==> config.mk <==
export PLATFORM = sky130hd
export DESIGN_NAME = rv_fetch_queue
export DESIGN_NICKNAME = d
export VERILOG_FILES = /design/src/rtl/rv_pkg.sv /design/src/rtl/rv_sync_fifo.sv /design/src/rtl/rv_fetch_queue.sv
export SDC_FILE = /design/constraint.sdc
export NUM_CORES = 1
export LEC_CHECK = 0
export ABC_AREA = 1
export CAP_MARGIN = 20
export CORE_ASPECT_RATIO = 2
export CORE_MARGIN = 2
export CORE_UTILIZATION = 47
export DETAILED_ROUTE_END_ITERATION = 8
export PLACE_DENSITY = 0.75
export REMOVE_ABC_BUFFERS = 1
export SYNTH_ARGS = -nofsm -noshare
export SYNTH_HDL_FRONTEND = slang
export SYNTH_SLANG_ARGS = --single-unit
export TNS_END_PERCENT = 30
==> constraint.sdc <==
create_clock -name clk -period 3.1 [get_ports clk]
set_clock_uncertainty 0.1 [all_clocks]
set_input_delay 0.62 -clock clk [delete_from_list [all_inputs] [get_ports clk]]
set_output_delay 0.62 -clock clk [all_outputs]
set_load 0.02 [all_outputs]
==> src/rtl/rv_pkg.sv <==
// Shared RISC-V front-end definitions: default datapath width, instruction size
// and the fetch-queue state encoding.
package rv_pkg;

    localparam int XLEN_DEFAULT = 32;
    localparam int INSTR_BYTES  = 4;

    typedef enum logic [0:0] {
        ST_RUN   = 1'b0,
        ST_FAULT = 1'b1
    } fetch_state_e;

endpackage

==> src/rtl/rv_sync_fifo.sv <==
// Synchronous FIFO with flop storage; the head word is read straight from the
// storage flops, so data written on one edge is visible after that edge.
module rv_sync_fifo
    import rv_pkg::*;
#(
    parameter int DEPTH = 4,
    parameter int WIDTH = XLEN_DEFAULT
) (
    input  logic                     clk,
    input  logic                     rst,
    input  logic                     flush,
    input  logic                     push,
    input  logic [WIDTH-1:0]         wdata,
    input  logic                     pop,
    output logic [WIDTH-1:0]         rdata,
    output logic [$clog2(DEPTH):0]   count,
    output logic                     empty
);

    localparam int PW = $clog2(DEPTH);
    localparam int CW = PW + 1;

    logic [WIDTH-1:0] mem_q [DEPTH];
    logic [WIDTH-1:0] mem_d [DEPTH];
    logic [PW-1:0]    wr_ptr_q, wr_ptr_d, rd_ptr_q, rd_ptr_d;
    logic [CW-1:0]    count_q, count_d;
    logic             do_push_s, do_pop_s, full_s;

    assign empty     = (count_q == {CW{1'b0}});
    assign full_s    = (count_q == CW'(DEPTH));
    assign do_pop_s  = pop && !empty;
    assign do_push_s = push && (!full_s || do_pop_s);
    assign rdata     = mem_q[rd_ptr_q];
    assign count     = count_q;

    // Next-state for pointers, occupancy and storage; flush wins over push/pop.
    always_comb begin
        for (int i = 0; i < DEPTH; i++) begin
            mem_d[i] = (do_push_s && !flush && (wr_ptr_q == PW'(i))) ? wdata : mem_q[i];
        end
        if (flush) begin
            wr_ptr_d = {PW{1'b0}};
            rd_ptr_d = {PW{1'b0}};
            count_d  = {CW{1'b0}};
        end else begin
            wr_ptr_d = do_push_s ? wr_ptr_q + PW'(1) : wr_ptr_q;
            rd_ptr_d = do_pop_s  ? rd_ptr_q + PW'(1) : rd_ptr_q;
            count_d  = count_q + CW'(do_push_s) - CW'(do_pop_s);
        end
    end

    // State registers.
    always_ff @(posedge clk or negedge rst) begin
        if (!rst) begin
            for (int i = 0; i < DEPTH; i++) begin
                mem_q[i] <= {WIDTH{1'b0}};
            end
            wr_ptr_q <= {PW{1'b0}};
            rd_ptr_q <= {PW{1'b0}};
            count_q  <= {CW{1'b0}};
        end else begin
            mem_q    <= mem_d;
            wr_ptr_q <= wr_ptr_d;
            rd_ptr_q <= rd_ptr_d;
            count_q  <= count_d;
        end
    end

endmodule

==> src/rtl/rv_fetch_queue.sv <==
// Instruction fetch queue: credit-limited request issue, in-order response
// buffering, redirect flush with stale-response discard. Optional misaligned
// redirect trapping is enabled by defining FETCH_ALIGN_CHECK_EN.
module rv_fetch_queue
    import rv_pkg::*;
#(
    parameter int              XLEN     = XLEN_DEFAULT,
    parameter int              DEPTH    = 4,
    parameter logic [XLEN-1:0] RESET_PC = {XLEN{1'b0}}
) (
    input  logic            clk,
    input  logic            rst,
    output logic            req_valid,
    input  logic            req_ready,
    output logic [XLEN-1:0] req_addr,
    input  logic            rsp_valid,
    input  logic [XLEN-1:0] rsp_data,
    output logic            instr_valid,
    input  logic            instr_ready,
    output logic [XLEN-1:0] instr_data,
    output logic [XLEN-1:0] instr_pc,
    input  logic            redirect_valid,
    input  logic [XLEN-1:0] redirect_pc,
    output logic            fetch_fault
);

    localparam int              PW         = $clog2(DEPTH);
    localparam int              CW         = PW + 1;
    localparam logic [XLEN-1:0] PC_STEP    = XLEN'(INSTR_BYTES);
    localparam logic [XLEN-1:0] ALIGN_MASK = ~XLEN'(INSTR_BYTES - 1);

    fetch_state_e    state_q, state_d;
    logic [XLEN-1:0] fetch_pc_q, fetch_pc_d, head_pc_q, head_pc_d;
    logic [CW-1:0]   outstanding_q, outstanding_d, drop_cnt_q, drop_cnt_d;
    logic [CW-1:0]   occupancy_s;
    logic [CW:0]     in_use_s;
    logic [XLEN-1:0] target_pc_s;
    logic            misaligned_s, req_fire_s, rsp_count_s, rsp_drop_s;
    logic            push_s, pop_s, fifo_empty_s;

`ifdef FETCH_ALIGN_CHECK_EN
    assign target_pc_s  = redirect_pc;
    assign misaligned_s = ((redirect_pc & ~ALIGN_MASK) != {XLEN{1'b0}});
    assign fetch_fault  = (state_q == ST_FAULT);
`else
    assign target_pc_s  = redirect_pc & ALIGN_MASK;
    assign misaligned_s = 1'b0;
    assign fetch_fault  = 1'b0;
`endif

    // Buffered entries plus requests in flight must never exceed the buffer size.
    assign in_use_s    = {1'b0, occupancy_s} + {1'b0, outstanding_q};
    assign req_valid   = rst && (state_q == ST_RUN) && !redirect_valid
                         && (in_use_s < (CW+1)'(DEPTH));
    assign req_addr    = fetch_pc_q;
    assign req_fire_s  = req_valid && req_ready;
    // A response with nothing outstanding belongs to a pre-reset request.
    assign rsp_count_s = rsp_valid && (outstanding_q != {CW{1'b0}});
    assign rsp_drop_s  = rsp_count_s && (drop_cnt_q != {CW{1'b0}});
    assign push_s      = rsp_count_s && !redirect_valid && (drop_cnt_q == {CW{1'b0}});
    assign pop_s       = instr_valid && instr_ready && !redirect_valid;
    assign instr_valid = !fifo_empty_s;
    assign instr_pc    = head_pc_q;

    rv_sync_fifo #(
        .DEPTH (DEPTH),
        .WIDTH (XLEN)
    ) u_buf (
        .clk   (clk),
        .rst   (rst),
        .flush (redirect_valid),
        .push  (push_s),
        .wdata (rsp_data),
        .pop   (pop_s),
        .rdata (instr_data),
        .count (occupancy_s),
        .empty (fifo_empty_s)
    );

    // Next-state for PCs, credit/drop counters and the fault FSM.
    always_comb begin
        outstanding_d = outstanding_q + CW'(req_fire_s) - CW'(rsp_count_s);
        state_d       = state_q;
        if (redirect_valid) begin
            fetch_pc_d = target_pc_s;
            head_pc_d  = target_pc_s;
            drop_cnt_d = outstanding_d;
        end else begin
            fetch_pc_d = req_fire_s ? fetch_pc_q + PC_STEP : fetch_pc_q;
            head_pc_d  = pop_s ? head_pc_q + PC_STEP : head_pc_q;
            drop_cnt_d = rsp_drop_s ? drop_cnt_q - CW'(1) : drop_cnt_q;
        end
        case (state_q)
            ST_RUN:   state_d = (redirect_valid && misaligned_s) ? ST_FAULT : ST_RUN;
            ST_FAULT: state_d = (redirect_valid && !misaligned_s) ? ST_RUN : ST_FAULT;
            default:  state_d = ST_RUN;
        endcase
    end

    // State registers.
    always_ff @(posedge clk or negedge rst) begin
        if (!rst) begin
            state_q       <= ST_RUN;
            fetch_pc_q    <= RESET_PC;
            head_pc_q     <= RESET_PC;
            outstanding_q <= {CW{1'b0}};
            drop_cnt_q    <= {CW{1'b0}};
        end else begin
            state_q       <= state_d;
            fetch_pc_q    <= fetch_pc_d;
            head_pc_q     <= head_pc_d;
            outstanding_q <= outstanding_d;
            drop_cnt_q    <= drop_cnt_d;
        end
    end

endmodule

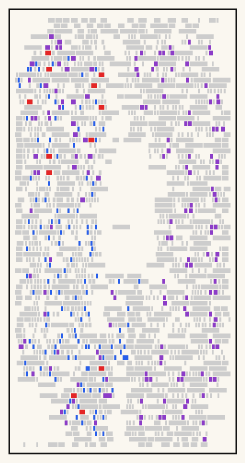
(images/gates.png)
Drawn at 2 px/µm.
- aoi and oai cells: purple (cells 153; most used o21ai_0; where spread over the die)
- inv cells: blue (cells 125; most used inv_1)
- xor and xnor cells: red (cells 12; most used xor2_1)

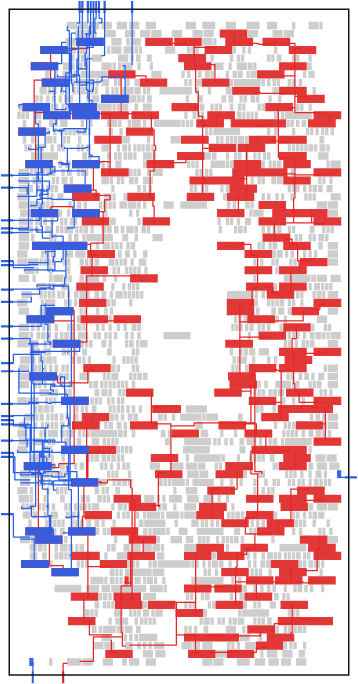
(images/port_trees.png)
Drawn at 3 px/µm.
- rst: red (bits 1; direction input; edge bottom; end cells 203; buffers 5; wire 1730 µm)
- instr_pc: blue (bits 32; direction output; edge 21 left, 9 top, 1 bottom, 1 right; end cells 32; buffers 30; wire 1730 µm)
number of input and output port buffers inserted: 161
I/O pins: 169

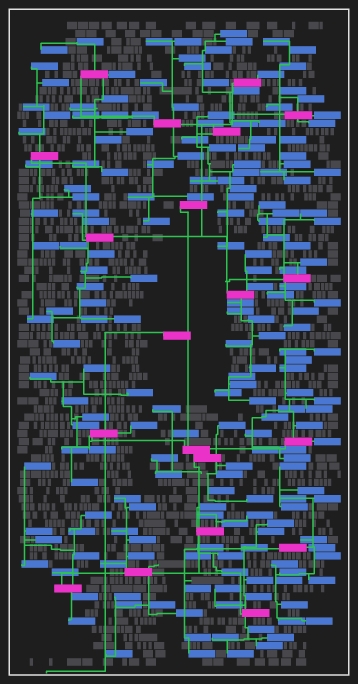
(images/clock_wires.png)
Drawn at 3 px/µm.
- flip-flops: blue (count 202)
- clock-net drivers: magenta (count 20)
- clock wires: green (length 2580 µm)
- flops lie: spread over the die
- routed clock nets: 21

==> summary.txt <==
impl run done, here's what came out: number of warning messages in the logs=31, Hold/Removal Path Class=in -> async, number of optimization iterations in the first detailed-route pass=5, placeable core area=between 20000 and 25000 µm², Net Switching=~3900 µW, time the worst path needs with I/O delays and setup=between 2 and 3 ns, post-cts hold buffer count=1, launching element type of the critical path=register, insertion delay of the later-clocked pin in the worst-skew pair=between 0.4 and 0.5 ns, maximum clock path buffer count=3, largest fanout on the critical path=between 60 and 70, Resized Gates After CTS=0, pre-placement core utilization=47.8%, Mux cell area share=0%, Die Y-Extent=221 µm, internal portion of total power=roughly 6500 µW, count of multi-input gates=1172, group with the largest share of power=combinational cells, status=complete, no violations, Signal inverters=between 100 and 150, number of gates on the worst path with buffers counted=5, total CTS buffers=20, #FFs+latches synth=202, dominant kind of combinational cell=simple AND/OR/NAND/NOR gates, first-pass GRT wire length=between 50 and 60 mm, highest metal layer with signal wires=met4, most frequent standard cell in the layout excluding fill and tap cells=sky130_fd_sc_hd__nand2_1, clk sinks=approximately 200, largest area contributor in the synthesized netlist=sky130_fd_sc_hd__dfrtp_1, cell count in the Yosys report=roughly 1600, clock tree cell share of total cell area=5.16%, TritonCTS clock tree=done, worst flop-to-flop path endpoint=drop_cnt_q[1]$_DFFE_PN0P_, EDFF count, synth=0, MaxCap Viol Count=0, Critical Setup Path Class=reg -> out
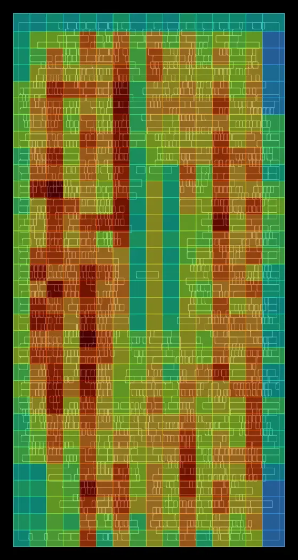
(images/congestion_map.png)
met1 track utilization from global routing: 27.7%
global routing usage on met3: 2.44%
most used routing layer: met2

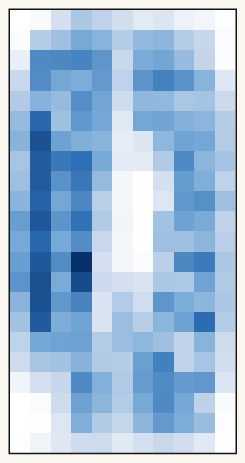
(images/route_heat.png)
Drawn at 2 px/µm. The die is cut into 11 by 22 equal tiles; white is low, dark blue is high, scaled to the fullest tile. Values are wire area over tile area, all layers added.
- densest ninth of the die: middle left
- nearly empty tiles: 5.8%
- tiles over half the peak: 32%
- mean over tiles: 0.21
Final Routed Wirelength: 32.4 mm
Global Route Usage Sum: 25.7%
number of vias in the routed layout: 10461
DR WL/cell: 16.2 µm

metrics by stage:
| stage | hold WS, ns | total power (µW) | cell area [µm²] | cells | setup slack [ns] |
|---|---|---|---|---|---|
| 6_report | 0.265 | 10400 | 13600 | 1996 | 0.108 |
| 5_1_grt | 0.306 | 11100 | 13600 | 1996 | 0.0270 |
| 4_1_cts | 0.284 | 10500 | 13500 | 1996 | 0.0270 |
| 3_5_place_dp | 0.353 | 7890 | 12800 | 1961 | 0.302 |
| 3_3_place_gp | 0.348 | 7800 | 12800 | 1961 | 0.327 |
| 2_1_floorplan | 0.224 | 5990 | 10700 | 1499 | -0.183 |
Power and IR drop assume default switching activity.
